===== src/rtl/pc_pkg.sv =====
// Shared definitions for the program-counter stage: address width, reset
// vector, sequential step size and the next-PC select encoding.
package pc_pkg;

  localparam int XLEN = 32;
  localparam logic [XLEN-1:0] RESET_PC = 32'h0000_0000;
  localparam int PC_STEP = 4;

  typedef logic [XLEN-1:0] addr_t;

  // Encoding matches the pcjump input bit directly.
  typedef enum logic {
    SEL_PC4 = 1'b0,
    SEL_ALU = 1'b1
  } next_pc_sel_t;

endpackage


===== src/rtl/pc_reg.sv =====
// XLEN-wide program-counter register with synchronous active-high reset
// to RESET_PC. No enable: it loads every non-reset cycle.
module pc_reg #(
  parameter int XLEN = pc_pkg::XLEN,
  parameter logic [XLEN-1:0] RESET_PC = pc_pkg::RESET_PC
) (
  input  logic            clk,
  input  logic            rst,
  input  logic [XLEN-1:0] d,
  output logic [XLEN-1:0] q
);

  // Reset wins over the incoming next-PC value.
  always_ff @(posedge clk) begin
    if (rst) q <= RESET_PC;
    else     q <= d;
  end

endmodule


===== src/rtl/pc_next_unit.sv =====
// Program-counter stage of the single-cycle core: holds pc, forms pc+PC_STEP
// and selects between that and the ALU jump/branch target.
// Optional build macro PC_ALIGN_EN: forces jump targets to word alignment by
// clearing aluout[1:0]; the port list is the same either way.
module pc_next_unit
  import pc_pkg::*;
#(
  parameter int XLEN = pc_pkg::XLEN,
  parameter logic [XLEN-1:0] RESET_PC = pc_pkg::RESET_PC,
  parameter int PC_STEP = pc_pkg::PC_STEP
) (
  input  logic            clk,
  input  logic            rst,
  input  logic [XLEN-1:0] aluout,
  input  logic            pcjump,
  output logic [XLEN-1:0] y,
  output logic [XLEN-1:0] pc4,
  output logic [XLEN-1:0] pc
);

  logic [XLEN-1:0] jump_tgt;
  next_pc_sel_t    sel;

  // Sequential address wraps modulo 2^XLEN; carry-out is dropped on purpose.
  assign pc4 = pc + XLEN'(PC_STEP);

`ifdef PC_ALIGN_EN
  assign jump_tgt = {aluout[XLEN-1:2], 2'b00};
`else
  assign jump_tgt = aluout;
`endif

  assign sel = next_pc_sel_t'(pcjump);

  // Next-PC mux; a jump to the current pc simply holds pc.
  always_comb begin
    y = pc4;
    case (sel)
      SEL_ALU: y = jump_tgt;
      default: y = pc4;
    endcase
  end

  pc_reg #(
    .XLEN    (XLEN),
    .RESET_PC(RESET_PC)
  ) u_pc_reg (
    .clk(clk),
    .rst(rst),
    .d  (y),
    .q  (pc)
  );

endmodule


===== config.mk =====
export PLATFORM = sky130hd
export DESIGN_NAME = pc_next_unit
export DESIGN_NICKNAME = d
export VERILOG_FILES = /design/src/rtl/pc_pkg.sv /design/src/rtl/pc_reg.sv /design/src/rtl/pc_next_unit.sv
export SDC_FILE = /design/constraint.sdc
export NUM_CORES = 1
export LEC_CHECK = 0
export CAP_MARGIN = 20
export CORE_ASPECT_RATIO = 1.4
export CORE_UTILIZATION = 41
export CTS_CLUSTER_DIAMETER = 80
export DETAILED_ROUTE_END_ITERATION = 10
export GPL_TIMING_DRIVEN = 1
export PLACE_DENSITY_LB_ADDON = 0.08
export SYNTH_ARGS = -nofsm -noshare
export SYNTH_HDL_FRONTEND = slang
export SYNTH_SLANG_ARGS = --single-unit

===== constraint.sdc =====
create_clock -name clk -period 3.7 [get_ports clk]
set_input_delay 0.74 -clock clk [delete_from_list [all_inputs] [get_ports clk]]
set_output_delay 0.74 -clock clk [all_outputs]
set_load 0.03 [all_outputs]

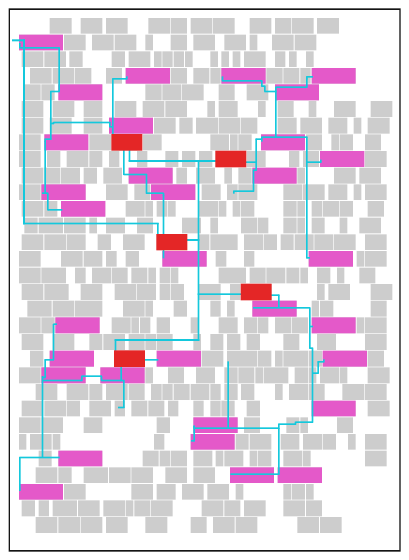
Fig. 1. Clock distribution (run 1).
[red] clock-net drivers | count: 5
[magenta] flip-flops | count: 32
[cyan] clock wires | length: 451 um
routed clock nets	6
power share of the clock group: 0.246
clk ins delay skew pair: 0.29 ns
P_clk: 284 uW
skew final: 0.00805 ns

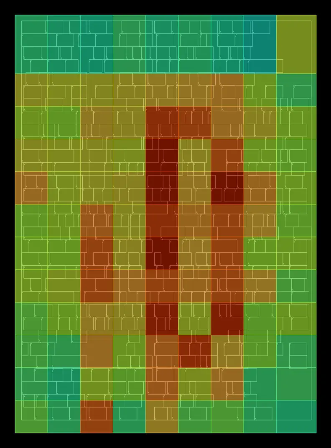
Fig. 2. Routing congestion (run 1).
average wire length per cell after detail routing: 15.2 um
layer with the highest usage: met2

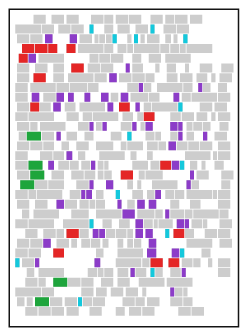
Fig. 3. Gate families picked out (run 1).
colour	family	cells
cyan	inv cells	15
green	mux cells	6
red	non-inverting ao/oa cells	17
purple	nand cells	60
combinational share of cell area: 0.396
number of cells in the finished layout apart from fillers: 472
leading cell type in the layout, fill and taps excluded: clkdlybuf4s50_1

==> summary.txt, run 1 <==
Implementation results.

The cell type with the highest aggregate area in the netlist is dfxtp_1. The horizontal extent of the die is 63.6 um. After layout, the minimum clock period comes to 3.56 ns. The initial antenna violation count is 0. The number of nets at floorplan is 315. The reg-to-reg critical path endpoint is u_pc_reg.q[18]. The number of nets with antenna violations after detailed routing is 0. The number of maximum-capacitance constraint violations is 0. For this design the ratio of total power to cell area is 323 mW/mm2. The script logs the ratio of routed vias to standard cells as 5.65.

The most numerous cell in the Yosys netlist is dfxtp_1. The worst-case clock buffer depth is 2. In this run the count of I/O pins placed on the die edge is 131. The peak supply drop is 0.259 mV. The final timing report counts setup violations totalling 0. The post-layout period usage of the worst path is 0.963. The flow ran to the end, and the final reports show no timing, DRC or antenna violations. Measured along the y axis, the die boundary spans 88.3 um.

OpenSTA lists the critical path startpoint as u_pc_reg.q[2]. Total power for the finished layout comes to 1.16 mW. The source of the worst hold timing path is u_pc_reg.q[29]. The routed wirelength on the met1 layer is recorded as 2.80 mm.
run 1: report_power, final:
| group | total (mW) | switching [mW] | internal [mW] | leakage [nW] |
|---|---|---|---|---|
| Combinational | 0.470 | 0.266 | 0.204 | 1.08 |
| Sequential | 0.403 | 0.0346 | 0.369 | 0.266 |
| Clock | 0.284 | 0.136 | 0.148 | 0.0510 |
run 1: cells by family (layout without fill, tap and decap cells):
logic type	after synthesis	in the layout	synth area share
buffers and inverters	32	159	0.0591
XOR/XNOR	18	18	0.0723
multiplexers	6	6	0.0310
flip-flops	32	32	0.294
AND/OR/NAND/NOR	123	123	0.307
AND-OR/OR-AND	67	67	0.231
adder cells (fa/ha/maj)	1	1	0.00574
run 1: stage by stage:
stage	hold slack, ns	util	setup slack, ns
3_3_place_gp	0.569	0.676	0.428
2_1_floorplan	0.695	-	0.642
6_report	0.598	0.696	0.136
4_1_cts	0.595	0.694	0.0587
5_1_grt	0.627	0.696	-0.00556
3_5_place_dp	0.585	0.676	0.383
run 1: layout by cell type, fill, tap and decap left out, types with 8 or more instances in the layout:
cell type	n
a21oi_1	9
a311oi_1	10
a31oi_1	12
and2_1	8
buf_4	26
clkdlybuf4s50_1	110
dfxtp_1	32
inv_1	14
nand2_1	23
nand3_1	11
nand4_1	17
nor2_1	19
nor3_1	11
xnor2_1	12
run 1: final cells by class:
type                    instances  area [um2]  share of cell area
clock buffers                   6        82.6              0.0230
inverters                      15        56.3              0.0157
well taps                      66        82.6              0.0230
clock inverters                 2        10.0             0.00279
repair buffers                136        1300               0.361
multi-input cells             215        1420               0.396
flip-flops and latches         32         641               0.178
run 1: critical path: stages, from the launching register on:
cell             delay, ns
dfxtp_1               0.46
ha_1                  0.25
and3_1                0.30
nand2_2               0.20
or4_1                 0.55
nand2_1               0.11
clkdlybuf4s50_1       0.67
==> run 2, diff against run 1 <==
--- a/config.mk
+++ b/config.mk
@@ -6,7 +6,7 @@
 export NUM_CORES = 1
 export LEC_CHECK = 0
 export CAP_MARGIN = 20
-export CORE_ASPECT_RATIO = 1.4
+export CORE_ASPECT_RATIO = 0.8
 export CORE_UTILIZATION = 41
 export CTS_CLUSTER_DIAMETER = 80
 export DETAILED_ROUTE_END_ITERATION = 10
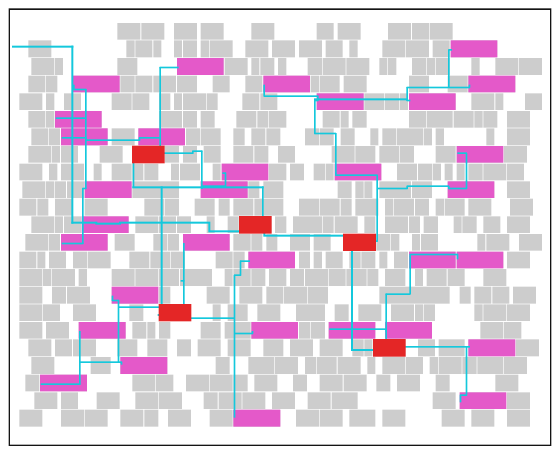
Fig. 4. Clock distribution (run 2).
[red] clock-net drivers | count: 5
[cyan] clock wires | length: 490 um
[magenta] flip-flops | count: 32
routed clock nets	6
skew final: 0.0113 ns
P_clk: 378 uW
power share of the clock group: 0.300

==> run 2 against run 1 <==
  * Total power increased by 8.6%
  * Critical path type unchanged
  * Largest power group unchanged
  * First-iteration DRC count increased by 110%
  * Highest routed layer unchanged
  * Combinational power increased by 2%
  * Count of clock-buffer cells in the layout increased by 1
  * Via count increased by 1.8%
  * Utilization increased by 2.5 points
  * Synthesized cell count unchanged
  * Die area about the same
==> summary.txt, run 2 <==
Implementation results.

The run finished with clean final reports. The final worst setup slack is 0.166 ns. Of the total power, combinational logic draws 0.380.

The net count after synthesis is 315. The cell that appears most often on the critical path is nand4_1. The startpoint identified for the worst hold timing path is u_pc_reg.q[29].

IR analysis of the VDD net gives a maximum drop of 0.244 mV. The post-layout period usage of the worst path is 0.955. The number of I/O pins is 131. The clock period minus worst slack is 3.53 ns.

The fraction of the mapped netlist area in simple logic gates is 0.307. For this run, the detailed router reports a per-instance via density of 5.76. In this run, the synthesized area fraction spent on xor and xnor cells is recorded as 0.0723.

The largest family of logic cells by area is simple AND/OR/NAND/NOR gates. The most numerous cell in the Yosys netlist is dfxtp_1. In this run the vertical extent of the chip is 67.2 um. The power report attributes to the sequential group a share of 0.319.

The total design power is 1.26 mW. Per the finish-stage timing summary, setup violations number 0. The number of maximum-capacitance constraint violations is 0. Summed over all nets, the switching power comes to 444 uW.

The delay of the slowest cell on the worst path is 0.67 ns. The final worst hold slack is 0.613 ns. The insertion delay to the later sink of the worst-skew pair is 0.29 ns. The initial antenna violation count was 0. The library cells used most frequently in the layout, excluding fill and tap cells, are clkdlybuf4s50_1, dfxtp_1, buf_4. The critical path's slowest cell is clkdlybuf4s50_1.

Per the synthesis report, the dominant area consumer among library cells is dfxtp_1. The adder-cell share of the synthesized area is 0.00574. The area fraction in compound gates after synthesis is 0.231. In this run the remaining antenna-violating nets after routing total 0.
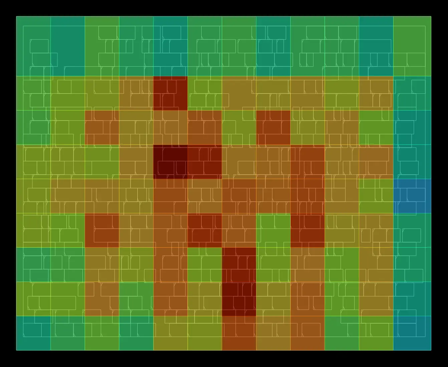
Fig. 5. Routing congestion (run 2).
GRT Resource Usage Total: 0.269
average wire length per cell after detail routing: 16.0 um
met2 usage in global routing: 0.443
global-route track usage on met1: 0.344

[run 2: layout make-up]
type / count / area (um2) / area share
Timing Repair Buffer: 139 / 1330 / 0.365
Tap cell: 62 / 77.6 / 0.0212
Sequential cell: 32 / 641 / 0.175
Inverter: 15 / 56.3 / 0.0154
Clock buffer: 7 / 96.3 / 0.0264
Multi-Input combinational cell: 215 / 1420 / 0.389
Clock inverter: 1 / 30.0 / 0.00822
[run 2: final timing paths]
kind                                       end  slack, ns  depth (start not counted)
worst min register to register  u_pc_reg.q[29]       0.61                          2
worst max register to register  u_pc_reg.q[24]       1.55                          5
worst max-delay path                   pc4[25]       0.17                          5
worst min-delay path            u_pc_reg.q[29]       0.61                          2
[run 2: per-stage QoR]
step / util / cells / cell area [um2]
final: 0.721 / 471 / 3650
after global routing: 0.721 / 471 / 3650
after detailed placement: 0.694 / 463 / 3520
after floorplan: - / 279 / 2180
after global placement: 0.694 / 463 / 3520
after CTS: 0.719 / 471 / 3640
[run 2: power groups by stage]
stage                     registers, mW  clock network, mW  logic, mW
final                             0.402              0.378      0.479
after global routing              0.407              0.399      0.504
after detailed placement          0.409                  0      0.478
after floorplan                   0.451                  0      0.224
after CTS                         0.401              0.382      0.480
after global placement            0.407                  0      0.474
[run 2: metal layers]
metal	vias up	routed length (um)	part of all wire	track usage
li1	1308	-	-	-
met1	1265	3310	0.44	0.344
met2	128	3450	0.46	0.443
met4	0	119	0.016	0.102
met5	-	0	0	0
met3	14	649	0.086	0.0721
[run 2: critical path, delay by kind of cell (launching register included)]
family | cells | cell delay, ns
buffers and inverters | 1 | 0.67
DFF | 1 | 0.47
and+or+nand+nor | 4 | 1.37
==> run 3, diff against run 2 <==
--- a/config.mk
+++ b/config.mk
@@ -7,10 +7,12 @@
 export LEC_CHECK = 0
 export CAP_MARGIN = 20
 export CORE_ASPECT_RATIO = 0.8
+export CORE_MARGIN = 2
 export CORE_UTILIZATION = 41
-export CTS_CLUSTER_DIAMETER = 80
+export CTS_CLUSTER_DIAMETER = 100
 export DETAILED_ROUTE_END_ITERATION = 10
 export GPL_TIMING_DRIVEN = 1
+export HOLD_SLACK_MARGIN = 0.02
 export PLACE_DENSITY_LB_ADDON = 0.08
 export SYNTH_ARGS = -nofsm -noshare
 export SYNTH_HDL_FRONTEND = slang
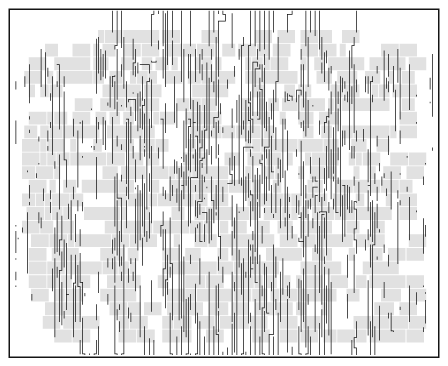
Fig. 6. The metal 2 layer (run 3).
share of all routed wire	45%
wire length on this layer	3330 um
longest straight run	30.1 um
nets with wire on the layer	391
met2 usage in global routing: 0.378
vias: 2635
overall routed net length: 7.38 mm

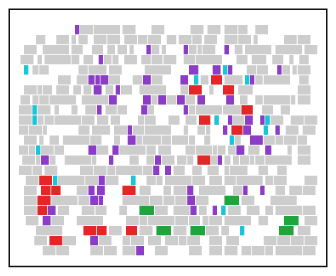
Fig. 7. Gate families picked out (run 3).
colour	family	cells
purple	nand cells	60
cyan	inv cells	15
red	non-inverting ao/oa cells	17
green	mux cells	6
number of cells in the finished layout apart from fillers: 471
combinational share of cell area: 0.393

==> run 3 against run 2 <==
  * Die area is 5.4% higher
  * Count of clock-buffer cells in the layout is 1 higher
  * Largest power group unchanged
  * Critical path depth is 1 higher
  * Wire length is 2.0% lower
  * Maximum frequency is 0.18% lower
  * Highest routed layer unchanged
  * Non-clock buffer count stayed put
  * Final cell count stayed put
  * Clock skew is 0.0078 ns lower
  * Sequential cell count stayed put
  * Via count is 2.9% lower
  * Worst setup slack worse by 0.0063 ns
  * Worst hold slack worse by 0.0083 ns
==> summary.txt, run 3 <==
Implementation results.

The count of buffers from port buffering is 130. The number of nets at floorplan is 315. The critical path in the final layout is reported with a setup slack of 0.160 ns. The final layout net count is 444. The critical path launch point is u_pc_reg.q[2]. The destination of the critical timing path is pc4[18]. The critical path's slowest cell is clkdlybuf4s50_1. The post-layout utilization of the core is 0.714.

The global routing report lists combined usage of all routing layers as 0.246. The power report attributes to the sequential group a share of 0.345. During I/O placement, the number of pins put on the boundary was 131. By area the synthesized netlist is led by dfxtp_1, nand4_1, xnor2_1. The path length in cells of the critical path is 6. The initial antenna violation count is 0. Per the OpenROAD floorplan log, the height of the die is 69.2 um. The most frequent logic cell in the layout is clkdlybuf4s50_1. The average via count per standard cell is 5.59. The setup skew after layout is 0.00351 ns. Of all cell types, the one taking the most synthesized area is dfxtp_1. The clock power share is 0.246. Leaving out fill and tap cells, the most frequent cells in the layout are clkdlybuf4s50_1, dfxtp_1, buf_4. Per STA, the highest per-stage delay on the worst path measures 0.66 ns. The setup slack after placement is 0.393 ns. The peak supply drop is 0.200 mV. Per the OpenROAD floorplan log, the width of the die is 85.5 um. In the power breakdown, the internal column shows 728 uW.

The share of total power dissipated in combinational logic is 0.409. The final timing report derives a shortest allowable period of 3.54 ns. With fillers left out, the area of the finished cells amounts to 0.00361 mm2.

Per STA, the worst path accumulates the most delay in the family simple AND/OR/NAND/NOR gates. The worst register-to-register path depth is 5. The power per standard cell area is 322 mW/mm2.

The number of nets with antenna violations after detailed routing is 0. The aggregate global routing overflow is 0. The analysis attributes to net switching a power of 437 uW. Sorting the synthesis cell report by count puts at the top dfxtp_1.

From the final report, the count of setup violators was given as 0. The number of maximum-capacitance constraint violations is 0. The flow ran to the end, and the final reports show no timing, DRC or antenna violations. Looking at the cell usage after synthesis, the top flip-flop cell is dfxtp_1. The number of buffers and inverters on the critical path is 1. The script computed the net switching share of total power as 0.375.

The worst register-to-register path ends at u_pc_reg.q[18]. In this run the deepest clock path goes through 2 buffers. The worst reg-to-reg setup slack is 1.56 ns.

The detailed-route wire length per cell is 15.7 um.
run 3: per-stage QoR:
step,instances,hold WS [ns]
3_5_place_dp,463,0.594
3_3_place_gp,463,0.590
4_1_cts,471,0.604
5_1_grt,471,0.647
2_1_floorplan,279,0.695
6_report,471,0.604
run 3: cell type report:
cell class	count	area, um2
Multi-Input combinational cell	215	1420
Sequential cell	32	641
Fill cell	427	1450
Tap cell	62	77.6
Inverter	15	56.3
Timing Repair Buffer	139	1330
Clock buffer	8	90.1
run 3: power by group through the flow:
| stage | registers [mW] | clock network [mW] | logic, mW |
|---|---|---|---|
| after floorplan | 0.451 | 0 | 0.224 |
| final | 0.401 | 0.287 | 0.477 |
| after detailed placement | 0.408 | 0 | 0.477 |
| after global placement | 0.407 | 0 | 0.475 |
| after global routing | 0.405 | 0.307 | 0.503 |
| after CTS | 0.401 | 0.290 | 0.479 |
run 3: how the worst min path moves through the flow:
stage,from,end,depth (start not counted)
floorplan,u_pc_reg.q[29],u_pc_reg.q[29],2
global placement,u_pc_reg.q[29],u_pc_reg.q[29],2
detailed placement,u_pc_reg.q[29],u_pc_reg.q[29],2
CTS,u_pc_reg.q[29],u_pc_reg.q[29],2
global route,u_pc_reg.q[29],u_pc_reg.q[29],2
finish,u_pc_reg.q[29],u_pc_reg.q[29],2
run 3: logic make-up (layout without fill, tap and decap cells):
group	count (synthesis)	after routing	synth area share
simple gates	123	123	0.307
compound gates	67	67	0.231
flops	32	32	0.294
buf+inv	32	162	0.0591
xor+xnor	18	18	0.0723
mux	6	6	0.0310
fa+ha+maj	1	1	0.00574
run 3: layer usage:
layer  wire length (um)  up-vias  global-route usage
li1                   -     1314                   -
met1               3200     1197               0.326
met2               3330      113               0.378
met3                733       11              0.0845
met4                120        0              0.0741
met5                  0        -                   0
No activity file was given, so power comes from the tool's default toggle rates.
